<file path="config.mk">
export PLATFORM = sky130hd
export DESIGN_NAME = dram_loader_flat
export DESIGN_NICKNAME = d
export VERILOG_FILES = /design/src/rtl/dram_loader_pkg.sv /design/src/rtl/dram_loader_if.sv /design/src/rtl/dram_parity_gen.sv /design/src/rtl/dram_loader.sv /design/src/flat_wrapper.sv
export SDC_FILE = /design/constraint.sdc
export NUM_CORES = 1
export LEC_CHECK = 0
export CORE_MARGIN = 2
export CORE_UTILIZATION = 45
export CTS_CLUSTER_DIAMETER = 150
export DETAILED_ROUTE_END_ITERATION = 7
export MAX_ROUTING_LAYER = met4
export PLACE_DENSITY = 0.83
export SYNTH_ARGS = -nofsm -noshare
export SYNTH_HDL_FRONTEND = slang
export SYNTH_SLANG_ARGS = --single-unit
</file>
<file path="constraint.sdc">
create_clock -name clk -period 4.2 [get_ports clk]
set_clock_uncertainty 0.1 [all_clocks]
set_input_delay 0.84 -clock clk [delete_from_list [all_inputs] [get_ports clk]]
set_output_delay 0.84 -clock clk [all_outputs]
set_load 0.02 [all_outputs]
</file>
<file path="src/rtl/dram_loader_pkg.sv">
// Shared DRAM constants, word packing and diagnostic sub-function codes for the
// dispatch-RAM loader (also imported by the IR board).
package dram_loader_pkg;

  localparam int DRAM_SIZE  = 512;
  localparam int DRAM_WIDTH = 15;
  localparam int DRAM_AW    = $clog2(DRAM_SIZE);
  localparam int EBUS_WIDTH = 36;

  // Bit offsets use the PDP-10 convention: bit 0 is the most significant.
  localparam int F_A_LO    = 0;
  localparam int F_A_HI    = 2;
  localparam int F_B_LO    = 3;
  localparam int F_B_HI    = 5;
  localparam int F_J_LO    = 0;
  localparam int F_J_HI    = 3;
  localparam int F_ADR_LO  = 27;
  localparam int F_ADR_HI  = 35;
  localparam int F_AUTOINC = 0;
  localparam int F_BADPAR  = 1;

  typedef logic [0:DRAM_WIDTH-1] dram_word_t;
  typedef logic [DRAM_AW-1:0]    dram_addr_t;
  typedef logic [0:EBUS_WIDTH-1] ebus_word_t;

  typedef enum logic [2:0] {
    SUB_LD_ADR       = 3'd0,
    SUB_LD_AB        = 3'd1,
    SUB_LD_J14       = 3'd2,
    SUB_LD_J7_COMMIT = 3'd3,
    SUB_CLR_ERR      = 3'd4,
    SUB_RD           = 3'd5,
    SUB_RSV6         = 3'd6,
    SUB_RSV7         = 3'd7
  } diag_sub_e;

  typedef enum logic [1:0] {
    ST_IDLE,
    ST_WRITE,
    ST_READ,
    ST_VERIFY
  } ld_state_e;

  // Word layout: A[0:2] B[3:5] P[6] J1_4[7:10] J7_10[11:14].
  function automatic dram_word_t pack_word(input logic [2:0] a, input logic [2:0] b,
                                           input logic p, input logic [3:0] j14,
                                           input logic [3:0] j710);
    return {a, b, p, j14, j710};
  endfunction

endpackage

</file>
<file path="src/rtl/dram_loader_if.sv">
// Diagnostic EBUS load port plus the DRAM write/readback port owned by the loader.
interface dram_loader_if;
  import dram_loader_pkg::*;

  logic       diag_load_func_05x;
  logic [2:0] diag_sel;
  ebus_word_t ebus_data;
  logic       cpu_run;
  dram_word_t dram_dout;

  dram_addr_t dram_addr;
  logic       dram_own;
  dram_word_t dram_din;
  logic       dram_we;
  logic       busy;
  logic       err_verify;
  logic       err_run;
  dram_word_t rdback;

  modport slave (
    input  diag_load_func_05x, diag_sel, ebus_data, cpu_run, dram_dout,
    output dram_addr, dram_own, dram_din, dram_we, busy, err_verify, err_run, rdback
  );

  modport master (
    output diag_load_func_05x, diag_sel, ebus_data, cpu_run, dram_dout,
    input  dram_addr, dram_own, dram_din, dram_we, busy, err_verify, err_run, rdback
  );
endinterface

</file>
<file path="src/rtl/dram_parity_gen.sv">
// Odd-parity bit for the 14 data bits of a DRAM word; invert forces bad parity.
module dram_parity_gen (
  input  logic [13:0] data,
  input  logic        invert,
  output logic        par
);
  assign par = ~(^data) ^ invert;
endmodule

</file>
<file path="src/rtl/dram_loader.sv">
// Diagnostic DRAM loader: assembles A/B/J fields, writes the dispatch RAM,
// reads the word back for verification and optionally steps the address.
module dram_loader
  import dram_loader_pkg::*;
(
  input logic          clk,
  input logic          rst_n,
  dram_loader_if.slave bus
);

  ld_state_e  state_q, state_d;
  dram_addr_t addr_q, addr_d;
  logic       auto_inc_q, auto_inc_d;
  logic       force_bad_par_q, force_bad_par_d;
  logic [2:0] a_q, a_d, b_q, b_d;
  logic [3:0] j14_q, j14_d, j710_q, j710_d;
  logic       is_commit_q, is_commit_d;
  logic       err_verify_q, err_verify_d;
  logic       err_run_q, err_run_d;
  dram_word_t rdback_q, rdback_d;

  logic       par;
  dram_word_t word;
  diag_sub_e  sub;
  logic       unused_ebus;

  dram_parity_gen u_parity (
    .data   ({a_q, b_q, j14_q, j710_q}),
    .invert (force_bad_par_q),
    .par    (par)
  );

  assign word        = pack_word(a_q, b_q, par, j14_q, j710_q);
  assign sub         = diag_sub_e'(bus.diag_sel);
  assign unused_ebus = ^bus.ebus_data[F_B_HI+1:F_ADR_LO-1];

  // NOTE: sequential state uses non-blocking assignments so every flop samples
  // the pre-edge value of every other flop.
  always_ff @(posedge clk or negedge rst_n) begin
    if (!rst_n) begin
      state_q         <= ST_IDLE;
      addr_q          <= '0;
      auto_inc_q      <= 1'b0;
      force_bad_par_q <= 1'b0;
      a_q             <= '0;
      b_q             <= '0;
      j14_q           <= '0;
      j710_q          <= '0;
      is_commit_q     <= 1'b0;
      err_verify_q    <= 1'b0;
      err_run_q       <= 1'b0;
      rdback_q        <= '0;
    end else begin
      state_q         <= state_d;
      addr_q          <= addr_d;
      auto_inc_q      <= auto_inc_d;
      force_bad_par_q <= force_bad_par_d;
      a_q             <= a_d;
      b_q             <= b_d;
      j14_q           <= j14_d;
      j710_q          <= j710_d;
      is_commit_q     <= is_commit_d;
      err_verify_q    <= err_verify_d;
      err_run_q       <= err_run_d;
      rdback_q        <= rdback_d;
    end
  end

  always_comb begin
    // NOTE: every variable gets a hold-value default first, so no path through
    // the case statements can leave one unassigned and infer a latch.
    state_d         = state_q;
    addr_d          = addr_q;
    auto_inc_d      = auto_inc_q;
    force_bad_par_d = force_bad_par_q;
    a_d             = a_q;
    b_d             = b_q;
    j14_d           = j14_q;
    j710_d          = j710_q;
    is_commit_d     = is_commit_q;
    err_verify_d    = err_verify_q;
    err_run_d       = err_run_q;
    rdback_d        = rdback_q;

    unique case (state_q)
      ST_IDLE: begin
        // Strobes are only honoured here; while busy they are dropped whole.
        if (bus.diag_load_func_05x) begin
          case (sub)
            SUB_LD_ADR: begin
              addr_d          = bus.ebus_data[F_ADR_LO:F_ADR_HI];
              auto_inc_d      = bus.ebus_data[F_AUTOINC];
              force_bad_par_d = bus.ebus_data[F_BADPAR];
            end
            SUB_LD_AB: begin
              a_d = bus.ebus_data[F_A_LO:F_A_HI];
              b_d = bus.ebus_data[F_B_LO:F_B_HI];
            end
            SUB_LD_J14: j14_d = bus.ebus_data[F_J_LO:F_J_HI];
            SUB_LD_J7_COMMIT: begin
              j710_d = bus.ebus_data[F_J_LO:F_J_HI];
              if (bus.cpu_run) begin
                err_run_d = 1'b1;
              end else begin
                state_d     = ST_WRITE;
                is_commit_d = 1'b1;
              end
            end
            SUB_CLR_ERR: begin
              err_verify_d = 1'b0;
              err_run_d    = 1'b0;
            end
            SUB_RD: begin
              if (!bus.cpu_run) begin
                state_d     = ST_READ;
                is_commit_d = 1'b0;
              end
            end
            default: ;
          endcase
        end
      end
      ST_WRITE: state_d = ST_READ;
      ST_READ:  state_d = ST_VERIFY;
      ST_VERIFY: begin
        rdback_d = bus.dram_dout;
        if (is_commit_q && (bus.dram_dout != word)) begin
          err_verify_d = 1'b1;
        end
        if (auto_inc_q) begin
          addr_d = addr_q + dram_addr_t'(1);
        end
        state_d = ST_IDLE;
      end
      default: state_d = ST_IDLE;
    endcase
  end

  assign bus.dram_own   = (state_q != ST_IDLE);
  assign bus.busy       = (state_q != ST_IDLE);
  assign bus.dram_we    = (state_q == ST_WRITE);
  assign bus.dram_din   = (state_q == ST_WRITE) ? word : '0;
  assign bus.dram_addr  = (state_q != ST_IDLE) ? addr_q : '0;
  assign bus.err_verify = err_verify_q;
  assign bus.err_run    = err_run_q;
  assign bus.rdback     = rdback_q;

endmodule

</file>
<file path="src/flat_wrapper.sv">
// flat-port wrapper written by rule: the top's interface ports become plain ports
module dram_loader_flat import dram_loader_pkg::*;
  (clk, rst_n, bus_diag_load_func_05x, bus_diag_sel, bus_ebus_data, bus_cpu_run, bus_dram_dout, bus_dram_addr, bus_dram_own, bus_dram_din, bus_dram_we, bus_busy, bus_err_verify, bus_err_run, bus_rdback);
  dram_loader_if bus_i ();
  input logic clk;
  input logic rst_n;
  input wire logic [$bits(bus_i.diag_load_func_05x)-1:0] bus_diag_load_func_05x;
  input wire logic [$bits(bus_i.diag_sel)-1:0] bus_diag_sel;
  input wire logic [$bits(bus_i.ebus_data)-1:0] bus_ebus_data;
  input wire logic [$bits(bus_i.cpu_run)-1:0] bus_cpu_run;
  input wire logic [$bits(bus_i.dram_dout)-1:0] bus_dram_dout;
  output wire logic [$bits(bus_i.dram_addr)-1:0] bus_dram_addr;
  output wire logic [$bits(bus_i.dram_own)-1:0] bus_dram_own;
  output wire logic [$bits(bus_i.dram_din)-1:0] bus_dram_din;
  output wire logic [$bits(bus_i.dram_we)-1:0] bus_dram_we;
  output wire logic [$bits(bus_i.busy)-1:0] bus_busy;
  output wire logic [$bits(bus_i.err_verify)-1:0] bus_err_verify;
  output wire logic [$bits(bus_i.err_run)-1:0] bus_err_run;
  output wire logic [$bits(bus_i.rdback)-1:0] bus_rdback;
  assign bus_i.diag_load_func_05x = bus_diag_load_func_05x;
  assign bus_i.diag_sel = bus_diag_sel;
  assign bus_i.ebus_data = bus_ebus_data;
  assign bus_i.cpu_run = bus_cpu_run;
  assign bus_i.dram_dout = bus_dram_dout;
  assign bus_dram_addr = bus_i.dram_addr;
  assign bus_dram_own = bus_i.dram_own;
  assign bus_dram_din = bus_i.dram_din;
  assign bus_dram_we = bus_i.dram_we;
  assign bus_busy = bus_i.busy;
  assign bus_err_verify = bus_i.err_verify;
  assign bus_err_run = bus_i.err_run;
  assign bus_rdback = bus_i.rdback;
  dram_loader u_core (.clk(clk), .rst_n(rst_n), .bus(bus_i));
endmodule
</file>
==> out/results.ini <==
[finish]
final_cells=380
mostFrequentLayoutCell=clkdlybuf4s50_1
nets=371
diodes=0

[synthesis]
synth-edff-count=0
postSynthSeqShare_pct=44.4
syn_area_per_cell_sq_um=11.0
simple_gate_share_pct=14.5
fp_nets=294
syn_inst=231
yosysCellCount=231
ys_area_sq_um=2540
synthMuxAreaShare_pct=14.2
synthTopCellsByCount=45 x dfrtp_1, 31 x mux2_2, 20 x xnor2_1, 14 x nor2_1

[critical_path]
crit_path_max_incr_delay_ps=600
crit_buf_inv=1
cp_top_family=XOR/XNOR gates
critPathSlowestCell=clkdlybuf4s50_1

[sta]
finalClockPeriodUsage_pct=79.0
clock.fmax_ghz=0.301
worst_pin_slew_ps=1000
setup_viol=0
slew_headroom_pct=32.6

[status]
status=finished, final reports clean

[clock_network]
cts-root-buf=clkbuf_8
postCtsSetupBuffers=0

[floorplan]
ios=102
fp_util_pct=46.3

[pwr]
p_per_area_nw_per_um2=845
switchingPower_w=0.00115

[global_route]
grt_pass1_wl_um=9730

[detailed_routing]
drt_iter0_drc=99
viasPerCell=5.16

[hold_path]
hp-start=u_core.addr_q[7]$_DFFE_PN0P_

-- power groups by stage --
stage          clock network (W)  logic (W)  registers [W]
3_3_place_gp                   0    0.00175       0.000873
5_1_grt                 0.000286    0.00193       0.000908
6_report                0.000269    0.00178       0.000875
3_5_place_dp                   0    0.00179       0.000886
4_1_cts                 0.000275    0.00180       0.000880
2_1_floorplan                  0    0.00115       0.000924
-- metal layers --
| layer | wire [um] | track usage [%] | vias to the layer above | part of all wire, % |
|---|---|---|---|---|
| met5 | 0 | - | - | 0 |
| met4 | 64 | 5.17 | 0 | 1.1 |
| met3 | 333 | 5.11 | 6 | 5.7 |
| met2 | 2990 | 36.2 | 56 | 52 |
| met1 | 2420 | 23.4 | 945 | 42 |
| li1 | - | - | 953 | - |
-- stage by stage --
step	area, sq um	setup slack, ps
6_report	3450	883
2_1_floorplan	2540	1820
3_3_place_gp	3370	1240
5_1_grt	3450	805
3_5_place_dp	3370	1180
4_1_cts	3450	857
-- layout make-up --
type	count	area, sq um
repair buffers	81	803
multi-input cells	166	1310
inverters	9	33.8
fillers	472	2020
flip-flops and latches	45	1130
well taps	72	90.1
clock buffers	7	86.3
-- worst paths after layout --
check / slack [ps] / cells past startpoint / endpoint
max in group asynchronous: 2790 / 1 / u_core.bus.rdback[2]$_DFFE_PN0P_
hold / removal: 400 / 1 / u_core.addr_q[7]$_DFFE_PN0P_
min in group asynchronous: 600 / 1 / u_core.auto_inc_q$_DFFE_PN0P_
setup reg to reg: 1500 / 5 / u_core.b_q[0]$_DFFE_PN0P_
hold reg to reg: 400 / 1 / u_core.addr_q[7]$_DFFE_PN0P_
setup / recovery: 880 / 5 / bus_dram_din[8]
Fig. 1: wiring heat map
The die is cut into 16 by 16 equal tiles; dark blue is low, red is high, scaled to the fullest tile. Values are wire area over tile area, all layers added.
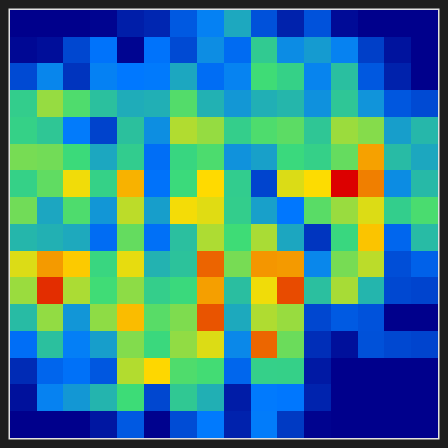
mean over tiles = 0.15
emptiest ninth of the die = south-east
nearly empty tiles = 12%
tiles over half the peak = 29%
fullest tile = 0.40
Vias: 1960
Tot GR Track Use: 20.5%
WL/cell: 15.3 um
WL final: 5810 um

Fig. 2: cells by drive strength
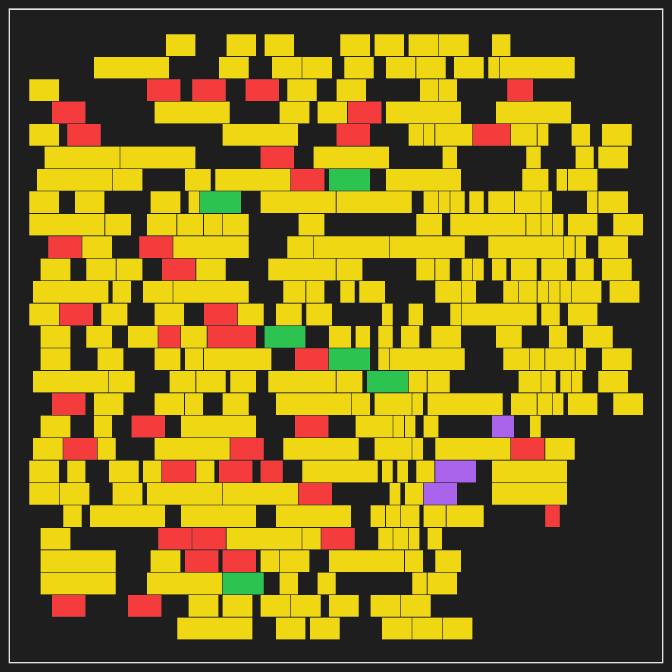
x1 and smaller -> yellow  # cells 262
x2 -> red  # cells 37
x3 and x4 -> purple  # cells 3
x6 and larger -> green  # cells 6
finished layout cell area: 3450 sq um
Layout area overhead: 36.2%
Signal buffers: 81

Fig. 3: clock distribution
Bar = 20 um.
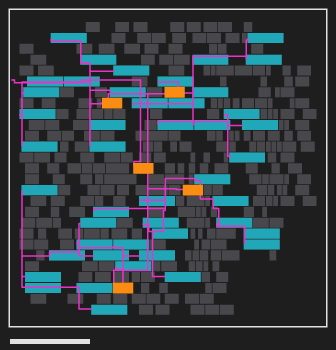
clock-net drivers -> orange  # count 5
clock wires -> magenta  # length 531 um
flip-flops -> cyan  # count 45
flops lie = spread over the die
routed clock nets = 6
P_clk: 0.000269 W
clock share of power: 9.2%
clock latency on the worst-skew pair: 290 ps

Fig. 4: sequential cells grouped by signal name
Bar = 20 um. Other sequential cells in the stronger grey, the rest of the logic in the fainter grey.
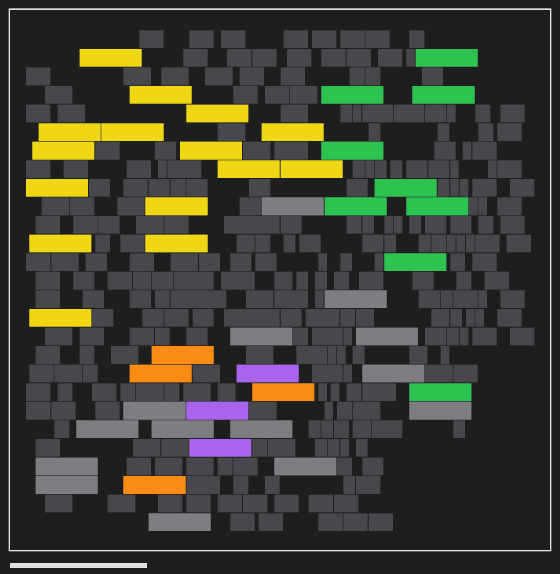
u_core.bus.rdback -> yellow  # flops 15
u_core.a_q -> purple  # flops 3
u_core.addr_q -> green  # flops 9
u_core.j710_q -> orange  # flops 4
not coloured = 14

Fig. 5: cell placement
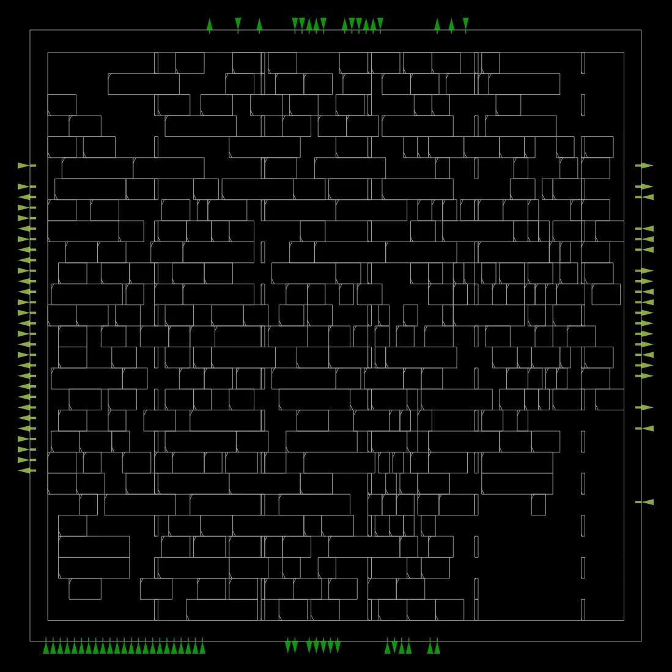
FILL cells: 472
Final Core Density: 63.1%
core footprint: 5470 sq um
well tap count: 72
cell row count: 27

No activity file was given, so power comes from the tool's default toggle rates.
